Fig. 1: run 1, clock distribution
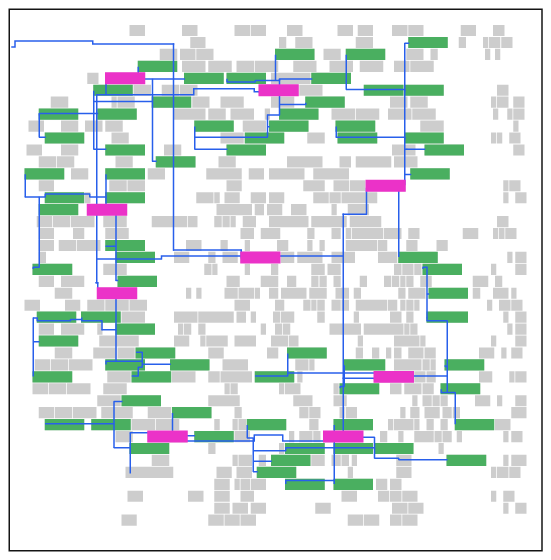
Fig. 2: run 1, placed standard cells
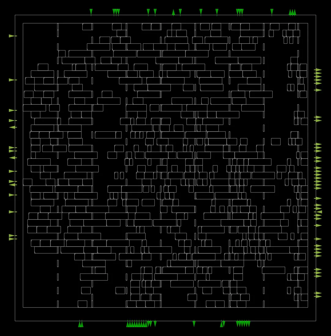
Fig. 3: run 1, sequential cells grouped by signal name
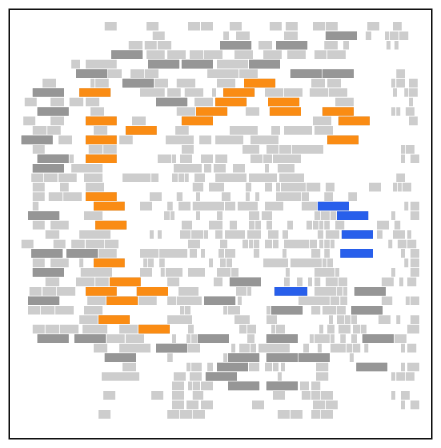
Fig. 4: run 1, the metal 4 layer
Scale bar: 20 um. Supply wires on this layer in gray.
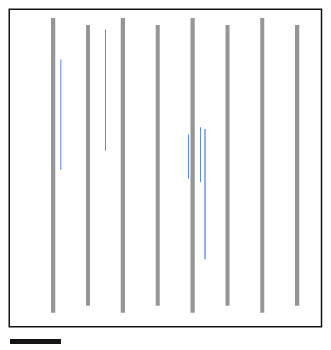
Design ppe_ifmap_fetch_flat, sky130hd; sources not shown.
==> impl_metrics.ini, run 1 <==
; synthesis and place-and-route metrics
[setup_path]
cpMaxStageDelayCell = dfrtp_1
critPathLaunchType = flop
arrival_ns = 2.67

[cts]
cts_max_path_buffers = 2
cts_root_buffer = clkbuf_16
htree_levels = 3
cts_made_buffers = 9

[cells_and_area]
drive_gt1_share_pct = 39.1
synthToLayoutAreaGrowth_pct = 36.5
lay_top_cells = dfrtp_1 (70), clkdlybuf4s50_1 (52), buf_4 (47)
area.combinational_um2 = 2510

[drt]
vias_per_cell = 4.77
drc_errors = 0

[sta]
worstMarginPinSlew_ns = 0.968
period_used_pct = 97.8
rsz0062_at_grt = yes

[yosys]
avgSynthCellArea_um2 = 11.8
synthDistinctLibCells = 51
async_flop_share_pct = 100
yosysSeqAreaShare_pct = 39.7

[global_routing]
grt_pass1_vias = 3316
antenna_found_initial = 0

[die]
initCoreUtil_pct = 34.7
core_region_area_um2 = 13100
dieArea_um2 = 14900

[outcome]
outcome = completed
About Fig. 1:
clock wires -> blue  # length 1030 um
clock drivers -> magenta  # count 9
flip-flops -> green  # count 72
flops lie = widely spread
Clk pwr share: 47.4%
clk pwr: 1.21 mW
Final Skew: 0.00645 ns

About Fig. 2:
sequential share of cell area: 29.1%
fillers: 1238
post-route insts no fill: 687

About Fig. 3:
u_core/io.win_col -> blue  # placed flops 5, where middle right
u_core/u_dbuf/cur -> orange  # placed flops 25
Flop area: 1800 um^2
P_seq: 1.17 mW
post-layout util: 47.3%

About Fig. 4:
main direction = vertical
longest straight run = 50.3 um
nets with wire on the layer = 4
share of all routed wire = 1.6%
total routed wirelength: 11000 um
vias post-DR: 3277

-- run 1: synthesized netlist by cell type (all sizes together) (5+ instances only) --
library cell and number:
mux4 8, mux2i 23, o21ai 27, buf 51
nand2 23, nor2 15, a21oi 5, inv 13
ha 5, mux2 79, and2 5, dfrtp 72
nand3 9, nand4 5
-- run 1: area by class of cell --
| cell class | count | share of cell area (%) |
|---|---|---|
| flip-flops and latches | 72 | 29.1 |
| inverters | 14 | 1.17 |
| plain buffers | 52 | 7.33 |
| repair buffers | 85 | 13.9 |
| clock inverters | 1 | 0.485 |
| clock buffers | 13 | 3.88 |
| multi-input cells | 274 | 40.6 |
| well taps | 176 | 3.56 |
-- run 1: per-layer routing --
layer  up-vias  wire length [um]  GRT usage, %
met4         0               178          4.96
met5         -                 0             0
li1       1581                 -             -
met3        14               533          4.44
met2        77              5060          22.9
met1      1605              5240          21.0
-- run 1: kinds of logic after synthesis --
family | synth area share, %
mux | 32.2
compound gates | 7.64
xor+xnor | 0.772
flops | 39.7
simple gates | 8.11
other cells | 0.0827
fa+ha+maj | 1.38
buf+inv | 10.1
-- run 1: metrics by stage --
stage / power (mW) / instances
floorplan: 1.27 / 411
global placement: 1.36 / 650
finish: 2.54 / 687
detailed placement: 1.36 / 651
CTS: 2.60 / 676
global route: 2.66 / 687
-- run 1: what timing repair did --
item | CTS | global route
buffers inserted | 8 | 7
hold buffers | 1 | 0
gates resized | 49 | 19
gates cloned | 2 | 4
endpoints found under the hold margin | 34 | 0
pin swaps | 1 | 3
endpoints found under the setup margin | 57 | 30
-- run 1: where the power goes --
part | switching [mW] | leakage (nW) | total (mW) | internal (mW)
sequential | 0.000000000000000152 | 0.987 | 1.17 | 1.17
clock | 0.444 | 0.130 | 1.21 | 0.762
combinational | 0.0669 | 1.82 | 0.172 | 0.105
-- run 1: worst register-to-register path: stages (launching register included) --
cell and delay, ns:
dfrtp_1 0.39, buf_6 0.15, buf_12 0.14, buf_12 0.13, clkinv_8 0.04, ha_4 0.12
and4b_2 0.27, nand3_4 0.12, inv_8 0.11, nand2_8 0.10, clkbuf_16 0.21, mux2_4 0.29
mux2_4 0.25
--- run 2 (diff from run 1) ---
--- a/config.mk
+++ b/config.mk
@@ -12,6 +12,7 @@
 export GPL_TIMING_DRIVEN = 0
 export PLACE_DENSITY_LB_ADDON = 0.12
 export RECOVER_POWER = 50
+export SLEW_MARGIN = 40
 export SYNTH_ARGS = -nofsm -noshare
 export SYNTH_HDL_FRONTEND = slang
 export SYNTH_HIERARCHICAL = 1
==> run 2 against run 1 <==
  * The flow now finishes with violations (capacitance limit, slew limit)
  * Cell area is 0.97% lower
  * Via count hardly changed
  * Combinational power hardly changed
  * Global-route usage is 0.14 points lower
  * Core utilization is 0.46 points lower
  * Sequential power hardly changed
  * Sequential cell count stayed put
  * Synthesized area stayed put
  * Critical path type is now flop to output port
  * Critical endpoint is now io_win_data[4]
==> impl_metrics.ini, run 2 <==
; synthesis and place-and-route metrics
[outcome]
outcome = complete, but fails checks
violations = capacitance limit, slew limit

[cts]
clk_pin_slew_ns = 0.05
insertion_delay_ns = 0.34
cts_root_buffer = clkbuf_16
cts_made_buffers = 9
htree_levels = 3

[global_routing]
grt_pass1_vias = 3275
track_usage_pct = 15.0
antenna_found_initial = 0

[setup_path]
arrival_ns = 2.19
slowest_delay_ns = 0.36
cpMaxStageDelayCell = dfrtp_1
critPathLaunchType = flop

[cells_and_area]
synthToLayoutAreaGrowth_pct = 35.2
n_fill_cell = 1233
lay_top_cells = dfrtp_1 (71), clkdlybuf4s50_1 (49), buf_4 (49)
area.combinational_um2 = 2510

[sta]
whs_ns = 0.501
fin_ws_ns = 0.0642
rsz0062_at_grt = yes
worstMarginPinSlew_ns = 1.59
period_used_pct = 97.4
drv_slew = 36
finalClockSkew_ns = 0.00519

[drt]
vias_per_cell = 4.80
drc_errors = 0

[die]
initCoreUtil_pct = 34.7
dieArea_um2 = 14900
core_region_area_um2 = 13100

[yosys]
avgSynthCellArea_um2 = 11.8
async_flop_share_pct = 100
synthDistinctLibCells = 51
yosysSeqAreaShare_pct = 39.7
synthTopCellsByCount = dfrtp_1 (72), mux2_4 (41), mux2_2 (38), buf_4 (35), o21ai_0 (25)
top_cell = dfrtp_1

[job]
cap_viol_max_count = 1

[power]
p_per_area_nw_per_um2 = 415
-- run 2: cell count changes in the layout (fill, tap and decap cells not counted), moves of 2 or more --
cell	before	now
dlygate4sd3_1	5	8
buf_16	0	2
clkbuf_2	5	2
buf_2	8	10
buf_12	7	5
buf_4	47	49
clkdlybuf4s50_1	52	49
clkbuf_16	12	10
mux2i_4	2	4
-- run 2: metal layers --
layer / vias to the layer above / track usage, % / part of all wire, %
met5: - / 0 / 0
met4: 0 / 5.95 / 1.8
met3: 14 / 3.48 / 7.0
met2: 108 / 22.5 / 45
met1: 1585 / 21.1 / 46
li1: 1573 / - / -
-- run 2: layout make-up --
type | instances | area share (%)
multi-input cells | 273 | 40.9
flip-flops and latches | 72 | 29.4
repair buffers | 84 | 13.7
plain buffers | 51 | 7.08
clock buffers | 13 | 3.92
well taps | 176 | 3.59
inverters | 14 | 0.939
clock inverters | 1 | 0.490
-- run 2: worst max-delay path, delay by kind of cell (launching register included) --
family	cells	cell delay (ns)
buffers and inverters	3	0.53
AOI/OAI and AO/OA	2	0.45
DFF	1	0.36
muxes	1	0.32
and+or+nand+nor	1	0.17
-- run 2: stage by stage --
| stage | cells | total power, mW |
|---|---|---|
| floorplan | 411 | 1.27 |
| global placement | 650 | 1.36 |
| detailed placement | 651 | 1.36 |
| CTS | 678 | 2.60 |
| global route | 684 | 2.66 |
| finish | 684 | 2.55 |
-- run 2: repair_timing --
item | CTS | global route
hold buffers | 1 | 0
hold endpoints to repair | 34 | 0
pin swaps | 1 | 5
setup buffers | 10 | 6
gates resized | 44 | 19
gates cloned | 2 | 1
setup endpoints to repair | 57 | 41
-- run 2: logic make-up after synthesis --
| kind of cell | synth area share (%) |
|---|---|
| DFF | 39.7 |
| AOI/OAI and AO/OA | 7.64 |
| other | 0.0827 |
| buffers and inverters | 10.1 |
| muxes | 32.2 |
| and+or+nand+nor | 8.11 |
| xor gates and xnor gates | 0.772 |
| adders and majority gates | 1.38 |
-- run 2: where the power goes --
group | internal, mW | switching, mW | leakage, nW
Sequential | 1.17 | 0.000000000000000154 | 0.989
Combinational | 0.106 | 0.0672 | 1.80
Clock | 0.762 | 0.444 | 0.130
Fig. 5: run 2, the metal 4 layer
Scale bar: 20 um. Supply wires on this layer in gray.
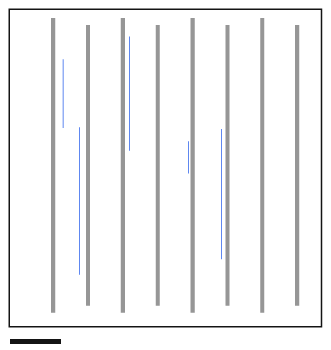
share of all routed wire = 1.8%
longest straight run = 57.1 um
nets with wire on the layer = 3
wire length on this layer = 190 um
main direction = vertical
vias post-DR: 3280
total routed wirelength: 10500 um

Fig. 6: run 2, placed standard cells
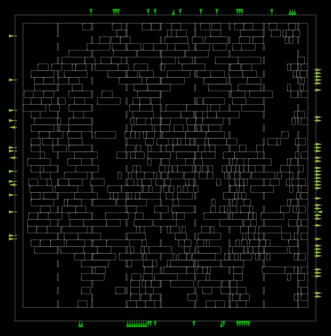
Tapcell Cnt: 176
sequential share of cell area: 29.4%
Rows: 42

Fig. 7: run 2, sequential cells grouped by signal name
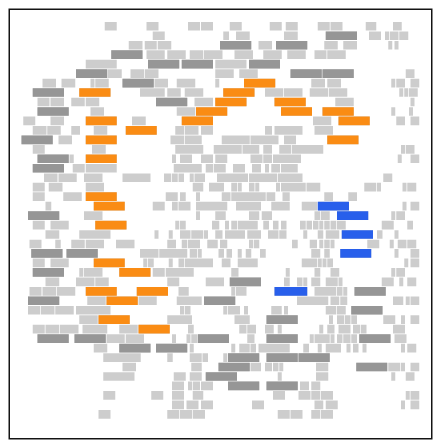
u_core/io.win_col -> blue  # placed flops 5, where middle right
u_core/u_dbuf/cur -> orange  # placed flops 25
not colored = 42
Flop area: 1800 um^2
post-layout util: 46.9%

Power figures rest on the tool's default switching activity, not on a simulated workload.
